==> images/sizes.png <==
Scale: 6 px per micron.
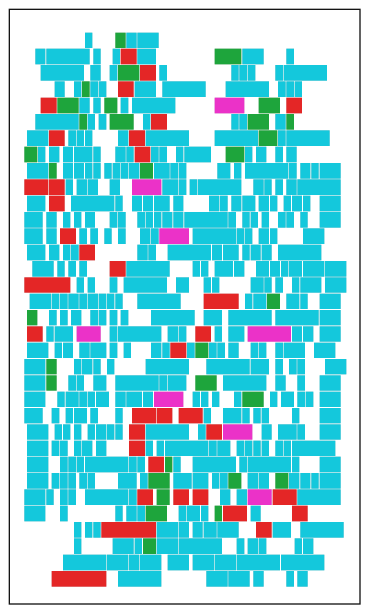
==> images/layer_met3.png <==
Scale: 4 px per micron.
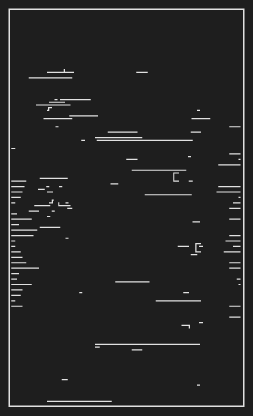
### src/rtl/multicycle_control_if.sv
// ============================================================================
// Module      : multicycle_control_if
// Description : Handshake/strobe bundle between the LEGv8 multicycle sequencer
//               and its datapath and memories.
// Revision    : 1.0 - initial release
// ============================================================================
`default_nettype none

interface multicycle_control_if #(
  parameter int CNT_W = 32
);
  logic             run;
  logic [10:0]      opcode;
  logic             zero_E;
  logic             imem_ready;
  logic             dmem_ready;
  logic             imem_req;
  logic             ir_write;
  logic             AluSrc;
  logic [3:0]       AluControl;
  logic             dmem_read;
  logic             dmem_write;
  logic             reg_write;
  logic             mem_to_reg;
  logic             pc_write;
  logic             pc_src;
  logic [CNT_W-1:0] retired;
  logic             error;

  // Sequencer side
  modport master (
    input  run, opcode, zero_E, imem_ready, dmem_ready,
    output imem_req, ir_write, AluSrc, AluControl, dmem_read, dmem_write,
           reg_write, mem_to_reg, pc_write, pc_src, retired, error
  );

  // Datapath / memory side
  modport slave (
    output run, opcode, zero_E, imem_ready, dmem_ready,
    input  imem_req, ir_write, AluSrc, AluControl, dmem_read, dmem_write,
           reg_write, mem_to_reg, pc_write, pc_src, retired, error
  );
endinterface

`default_nettype wire

### src/rtl/multicycle_control.sv
// ============================================================================
// Module      : multicycle_control
// Description : Multicycle FETCH/DECODE/EXEC/MEM/WB sequencer for LEGv8 with
//               memory-wait timeout, retired counter and sticky error state.
// Revision    : 1.0 - initial release
// ============================================================================
`default_nettype none

module multicycle_control #(
  parameter int MEM_TIMEOUT = 16,
  parameter int CNT_W       = 32
) (
  input  wire logic           clk,
  input  wire logic           reset,
  multicycle_control_if.master bus
);
  localparam int WCW = (MEM_TIMEOUT > 1) ? $clog2(MEM_TIMEOUT) : 1;
  localparam logic [WCW-1:0] c_TO_LAST = WCW'((MEM_TIMEOUT > 0) ? MEM_TIMEOUT - 1 : 0);

  typedef enum logic [2:0] {
    S_FETCH, S_DECODE, S_EXEC, S_MEM, S_WB, S_ERROR
  } state_t;

  typedef enum logic [2:0] {
    CL_ADD, CL_SUB, CL_AND, CL_ORR, CL_LDUR, CL_STUR, CL_CBZ, CL_B
  } class_t;

  state_t           state_q, state_d;
  class_t           class_q, class_d;
  logic             req_held_q, req_held_d;
  logic [WCW-1:0]   wcnt_q, wcnt_d;
  logic [CNT_W-1:0] retired_q, retired_d;

  logic       w_imem_req, w_ir_write, w_alu_src, w_dmem_read, w_dmem_write;
  logic       w_reg_write, w_mem_to_reg, w_pc_write, w_pc_src, w_timeout_hit;
  logic [3:0] w_alu_ctl;

  always_ff @(posedge clk) begin
    if (reset) begin
      state_q    <= S_FETCH;
      class_q    <= CL_ADD;
      req_held_q <= 1'b0;
      wcnt_q     <= '0;
      retired_q  <= '0;
    end else begin
      state_q    <= state_d;
      class_q    <= class_d;
      req_held_q <= req_held_d;
      wcnt_q     <= wcnt_d;
      retired_q  <= retired_d;
    end
  end

  always_comb begin
    state_d      = state_q;
    class_d      = class_q;
    req_held_d   = 1'b0;
    wcnt_d       = wcnt_q;
    w_imem_req   = 1'b0;
    w_ir_write   = 1'b0;
    w_alu_src    = 1'b0;
    w_alu_ctl    = 4'b0000;
    w_dmem_read  = 1'b0;
    w_dmem_write = 1'b0;
    w_reg_write  = 1'b0;
    w_mem_to_reg = 1'b0;
    w_pc_write   = 1'b0;
    w_pc_src     = 1'b0;
    w_timeout_hit = (MEM_TIMEOUT != 0) && (wcnt_q == c_TO_LAST);

    // Execute controls stay fixed from EXEC through WB of one instruction
    if (state_q == S_EXEC || state_q == S_MEM || state_q == S_WB) begin
      case (class_q)
        CL_ADD:  w_alu_ctl = 4'b0010;
        CL_SUB:  w_alu_ctl = 4'b0110;
        CL_AND:  w_alu_ctl = 4'b0000;
        CL_ORR:  w_alu_ctl = 4'b0001;
        CL_LDUR, CL_STUR: begin
          w_alu_src = 1'b1;
          w_alu_ctl = 4'b0010;
        end
        CL_CBZ:  w_alu_ctl = 4'b0111;
        default: w_alu_ctl = 4'b0000;
      endcase
    end

    case (state_q)
      S_FETCH: begin
        w_imem_req = bus.run | req_held_q;
        if (w_imem_req) begin
          if (bus.imem_ready) begin
            w_ir_write = 1'b1;
            state_d    = S_DECODE;
            wcnt_d     = '0;
          end else if (w_timeout_hit) begin
            state_d = S_ERROR;
          end else begin
            req_held_d = 1'b1;
            wcnt_d     = wcnt_q + WCW'(1);
          end
        end
      end
      S_DECODE: begin
        state_d = S_EXEC;
        casez (bus.opcode)
          11'b11111000010: class_d = CL_LDUR;
          11'b11111000000: class_d = CL_STUR;
          11'b10110100???: class_d = CL_CBZ;
          11'b000101?????: class_d = CL_B;
          11'b10001011000: class_d = CL_ADD;
          11'b11001011000: class_d = CL_SUB;
          11'b10001010000: class_d = CL_AND;
          11'b10101010000: class_d = CL_ORR;
          default:         state_d = S_ERROR;
        endcase
      end
      S_EXEC: begin
        wcnt_d = '0;
        case (class_q)
          CL_LDUR, CL_STUR: state_d = S_MEM;
          CL_CBZ: begin
            w_pc_write = 1'b1;
            w_pc_src   = bus.zero_E;
            state_d    = S_FETCH;
          end
          CL_B: begin
            w_pc_write = 1'b1;
            w_pc_src   = 1'b1;
            state_d    = S_FETCH;
          end
          default: state_d = S_WB;
        endcase
      end
      S_MEM: begin
        w_dmem_read  = (class_q == CL_LDUR);
        w_dmem_write = (class_q == CL_STUR);
        if (bus.dmem_ready) begin
          wcnt_d = '0;
          if (class_q == CL_STUR) begin
            w_pc_write = 1'b1;
            state_d    = S_FETCH;
          end else begin
            state_d = S_WB;
          end
        end else if (w_timeout_hit) begin
          state_d = S_ERROR;
        end else begin
          wcnt_d = wcnt_q + WCW'(1);
        end
      end
      S_WB: begin
        w_reg_write  = 1'b1;
        w_mem_to_reg = (class_q == CL_LDUR);
        w_pc_write   = 1'b1;
        state_d      = S_FETCH;
        wcnt_d       = '0;
      end
      S_ERROR: state_d = S_ERROR;
      default: state_d = S_FETCH;
    endcase

    // Nothing leaks out while reset is held, even mid-instruction
    if (reset) begin
      w_imem_req   = 1'b0;
      w_ir_write   = 1'b0;
      w_alu_src    = 1'b0;
      w_alu_ctl    = 4'b0000;
      w_dmem_read  = 1'b0;
      w_dmem_write = 1'b0;
      w_reg_write  = 1'b0;
      w_mem_to_reg = 1'b0;
      w_pc_write   = 1'b0;
      w_pc_src     = 1'b0;
    end

    retired_d = retired_q + {{(CNT_W-1){1'b0}}, w_pc_write};
  end

  assign bus.imem_req   = w_imem_req;
  assign bus.ir_write   = w_ir_write;
  assign bus.AluSrc     = w_alu_src;
  assign bus.AluControl = w_alu_ctl;
  assign bus.dmem_read  = w_dmem_read;
  assign bus.dmem_write = w_dmem_write;
  assign bus.reg_write  = w_reg_write;
  assign bus.mem_to_reg = w_mem_to_reg;
  assign bus.pc_write   = w_pc_write;
  assign bus.pc_src     = w_pc_src;
  assign bus.retired    = retired_q;
  assign bus.error      = (state_q == S_ERROR);
endmodule

`default_nettype wire

### src/flat_wrapper.sv
// flat-port wrapper written by rule: the top's interface ports become plain ports
module multicycle_control_flat 
#(
  parameter int MEM_TIMEOUT = 16,
  parameter int CNT_W       = 32
)
  (clk, reset, bus_run, bus_opcode, bus_zero_E, bus_imem_ready, bus_dmem_ready, bus_imem_req, bus_ir_write, bus_AluSrc, bus_AluControl, bus_dmem_read, bus_dmem_write, bus_reg_write, bus_mem_to_reg, bus_pc_write, bus_pc_src, bus_retired, bus_error);
  multicycle_control_if #(.CNT_W(CNT_W)) bus_i ();
  input  wire logic clk;
  input  wire logic reset;
  input wire logic [$bits(bus_i.run)-1:0] bus_run;
  input wire logic [$bits(bus_i.opcode)-1:0] bus_opcode;
  input wire logic [$bits(bus_i.zero_E)-1:0] bus_zero_E;
  input wire logic [$bits(bus_i.imem_ready)-1:0] bus_imem_ready;
  input wire logic [$bits(bus_i.dmem_ready)-1:0] bus_dmem_ready;
  output wire logic [$bits(bus_i.imem_req)-1:0] bus_imem_req;
  output wire logic [$bits(bus_i.ir_write)-1:0] bus_ir_write;
  output wire logic [$bits(bus_i.AluSrc)-1:0] bus_AluSrc;
  output wire logic [$bits(bus_i.AluControl)-1:0] bus_AluControl;
  output wire logic [$bits(bus_i.dmem_read)-1:0] bus_dmem_read;
  output wire logic [$bits(bus_i.dmem_write)-1:0] bus_dmem_write;
  output wire logic [$bits(bus_i.reg_write)-1:0] bus_reg_write;
  output wire logic [$bits(bus_i.mem_to_reg)-1:0] bus_mem_to_reg;
  output wire logic [$bits(bus_i.pc_write)-1:0] bus_pc_write;
  output wire logic [$bits(bus_i.pc_src)-1:0] bus_pc_src;
  output wire logic [$bits(bus_i.retired)-1:0] bus_retired;
  output wire logic [$bits(bus_i.error)-1:0] bus_error;
  assign bus_i.run = bus_run;
  assign bus_i.opcode = bus_opcode;
  assign bus_i.zero_E = bus_zero_E;
  assign bus_i.imem_ready = bus_imem_ready;
  assign bus_i.dmem_ready = bus_dmem_ready;
  assign bus_imem_req = bus_i.imem_req;
  assign bus_ir_write = bus_i.ir_write;
  assign bus_AluSrc = bus_i.AluSrc;
  assign bus_AluControl = bus_i.AluControl;
  assign bus_dmem_read = bus_i.dmem_read;
  assign bus_dmem_write = bus_i.dmem_write;
  assign bus_reg_write = bus_i.reg_write;
  assign bus_mem_to_reg = bus_i.mem_to_reg;
  assign bus_pc_write = bus_i.pc_write;
  assign bus_pc_src = bus_i.pc_src;
  assign bus_retired = bus_i.retired;
  assign bus_error = bus_i.error;
  multicycle_control #(.MEM_TIMEOUT(MEM_TIMEOUT), .CNT_W(CNT_W)) u_core (.clk(clk), .reset(reset), .bus(bus_i));
endmodule
### config.mk
export PLATFORM = sky130hd
export DESIGN_NAME = multicycle_control_flat
export DESIGN_NICKNAME = d
export VERILOG_FILES = /design/src/rtl/multicycle_control_if.sv /design/src/rtl/multicycle_control.sv /design/src/flat_wrapper.sv
export SDC_FILE = /design/constraint.sdc
export NUM_CORES = 1
export LEC_CHECK = 0
export ABC_AREA = 1
export CAP_MARGIN = 10
export CORE_ASPECT_RATIO = 1.75
export CORE_MARGIN = 2
export CORE_UTILIZATION = 50
export CTS_CLUSTER_DIAMETER = 50
export DETAILED_ROUTE_END_ITERATION = 8
export PLACE_DENSITY = 0.81
export SETUP_SLACK_MARGIN = 0.15
export SYNTH_ARGS = -nofsm -noshare
export SYNTH_HDL_FRONTEND = slang
export SYNTH_SLANG_ARGS = --single-unit
### constraint.sdc
create_clock -name clk -period 3.1 [get_ports clk]
set_input_delay 0.93 -clock clk [delete_from_list [all_inputs] [get_ports clk]]
set_output_delay 0.93 -clock clk [all_outputs]
set_load 0.02 [all_outputs]
==> results.txt <==
run results: status completed, Cell Chain, Critical Path dlygate4sd2_1 > inv_1 > nand2_1 > nor2_1 > dlygate4sd2_1, Sw Share 0.2552, Top non-seq family simple AND/OR/NAND/NOR gates, final setup violation count 0, Remaining DRCs 0, Area leader share 0.3346, Die Height slightly below 100 microns, clk_lat worst skew 0.29 ns, WHS between 0.4 and 0.5 ns, vias in the first global route between 2,000 and 3,000, final period utilization 0.9396, Startpoint Class primary input, Largest stage delay, worst path between 0.3 and 0.4 ns, Period minus WS final roughly 3 ns, clock network power share 0.328, drt wl/cell 13.35 microns, area grow syn2layout 38.42%, Buffers on Ports ~61, clk root buf clkbuf_8, Die Area 5757 sq um, Worst EP required approximately 2.2 ns, Num CTS Buffers 5, # rows 34, global placer's final weighted congestion between 0.9 and 1, Post-DP Area ~3400 sq um, Multiplexer share 0, Yosys Warn Count 0, OpenROAD warning count 28, Mapped Area 2572 sq um, FF-to-FF path depth 16, pre-CTS setup slack -0.3391 ns, Max IR drop VDD approximately 0.25 mV, first-pass GRT wire length between 10 and 15 mm, largest net degree at the start of global routing 27, initial drt markers about 160, Clock Skew between 0.0015 and 0.002 ns, Max Fclk ~0.34 GHz, Syn Area/Cell approximately 6.4 sq um, syn_nets between 400 and 500, Pre-Repair DR Iteration Count 7, P_leak roughly 1.5 nW, XORs/XNORs by Area 0.03064, Seq pwr share 0.552, Avg Vias per Cell 5.430, Net Sw Power 0.0002607 W, adder share 0.01459, die width 58.22 microns, critical-path maximum fanout 5, FP Core Util 0.5168, YS chip area between 2000 and 3000 sq um, CTS sink cnt roughly 43, Top cell excl fill/tap nand2_1, final WL just over 7 mm, RR Endpoint u_core.bus.retired[28], slowest CP cell dlygate4sd2_1, Final Max Tran Viols 0, finished layout cell area around 3600 sq um, Max H-tree Level 2, post-synthesis cell type count 35, fillers between 400 and 500, setup ws final around 0.19 ns, DP HPWL 5.541 mm, CP dominant cell by count dlygate4sd2_1, FF+latch area roughly 860 sq um, Post-Syn Instances 400, Crit. End Element output pin, hold endpoint u_core.bus.retired[3], PD cells 286.8 nW/um^2, # diodes 0, leading area contributor after synthesis dfxtp_1, detailed-route via count ~3,000, Worst Hold Class reg2reg, clk slew on worst S/H paths ~0.08 ns, post-route ant nets 0, initial antenna violation count 0, MaxCap Viol Count 0, # IOs about 63, final core utilization 0.7154, RSZ-0062 raised after global routing true, critical path class in2out, ys flops approximately 43, Comb power frac 0.120, aoi share 0.1065, Core ar. approximately 5000 sq um, Seq/Total Area, Yosys 0.3346, hold path cells 2, most frequent cells in the layout nand2_1, nor2_1, inv_1, clkdlybuf4s50_1, dfxtp_1, Fin. Hold Viols 0
Notes on sizes.png above:
legend:
  red:
    size: _3 and _4 cells
    cells: 36
    share: 7.3%
  cyan:
    size: _0 and _1 cells
    cells: 415
    share: 85%
  magenta:
    size: _6 and larger
    cells: 8
    share: 1.6%
  green:
    size: _2 cells
    cells: 31
    share: 6.3%

Notes on layer_met3.png above:
longest straight run: 26.0 microns
wire length on this layer: 362 microns
share of all routed wire: 5.0%
nets with wire on the layer: 80

==> worst max-delay path, delay by kind of cell <==
kind,cells,cell delay [ns]
buffers and inverters,3,0.77
AND/OR/NAND/NOR,2,0.28
==> state kept, by name, summed over array words and instances, names as in the netlist <==
register,flops
u_core.bus.retired,32
u_core.class_q,3
u_core.req_held_q,1
u_core.state_q,3
u_core.wcnt_q,4
==> cells by family after synthesis <==
group | count (synthesis)
other cells | 1
compound gates | 51
simple gates | 229
fa+ha+maj | 3
flops | 43
buf+inv | 64
xor+xnor | 9
==> power by group through the flow <==
stage	Sequential, W	Combinational [W]	Clock, W
2_1_floorplan	0.000576	0.0000667	0
3_3_place_gp	0.000577	0.000118	0
3_5_place_dp	0.000577	0.000121	0
4_1_cts	0.000564	0.000121	0.000342
5_1_grt	0.000566	0.000137	0.000364
6_report	0.000564	0.000123	0.000335
==> cells in the mapped netlist <==
library cell / number
a31oi_1: 1
inv_2: 5
nor2_8: 1
ha_1: 3
xor2_1: 6
nand3_1: 20
or2_0: 2
nor2_2: 4
o21ai_1: 3
nand4_1: 13
buf_1: 1
clkbuf_1: 3
nor2_1: 71
nand3b_1: 2
nand2_1: 84
nand2_2: 3
or3_1: 1
o21a_1: 1
nor3b_1: 2
inv_1: 54
nor3b_2: 1
a21oi_2: 1
nor3_2: 6
nor2_4: 2
a211oi_1: 3
buf_4: 1
nand2_4: 2
conb_1: 1
nand3_2: 1
a41oi_1: 1
nor3_1: 14
xnor2_1: 3
dfxtp_1: 43
o21ai_0: 17
a21oi_1: 24
==> worst max-delay path by stage <==
stage	from	end	slack, ns	cells past startpoint
4_1_cts	bus_dmem_ready	bus_pc_write	0.15	6
3_3_place_gp	reset	bus_pc_write	-0.31	5
3_5_place_dp	reset	bus_pc_write	-0.34	5
6_report	reset	bus_AluSrc	0.19	5
5_1_grt	bus_dmem_ready	u_core.bus.retired[26]	0.12	17
2_1_floorplan	bus_run	bus_ir_write	0.23	4
==> layer usage <==
layer	GRT usage	routed length (microns)
met5	0	0
met4	0.1646	324
met3	0.03150	361
met2	0.4939	4044
met1	0.2645	2532
==> stage by stage <==
step           instances  total power, W
2_1_floorplan        400       0.0006428
3_3_place_gp         530       0.0006946
3_5_place_dp         530       0.0006985
4_1_cts              543        0.001027
5_1_grt              544        0.001067
6_report             544        0.001021
==> cell type report <==
cell class / instances / share of cell area
Timing Repair Buffer: 89 / 0.2242
Sequential cell: 43 / 0.2417
Inverter: 59 / 0.06219
Multi-Input combinational cell: 293 / 0.4325
Tap cell: 54 / 0.01897
Clock buffer: 6 / 0.02038
==> repair_timing <==
action,CTS,global route
endpoints found under the hold margin,0,0
setup buffers,7,1
pin swaps,5,6
resized,27,18
setup endpoints to repair,21,25
Power figures rest on the tool's default switching activity, not on a simulated workload.
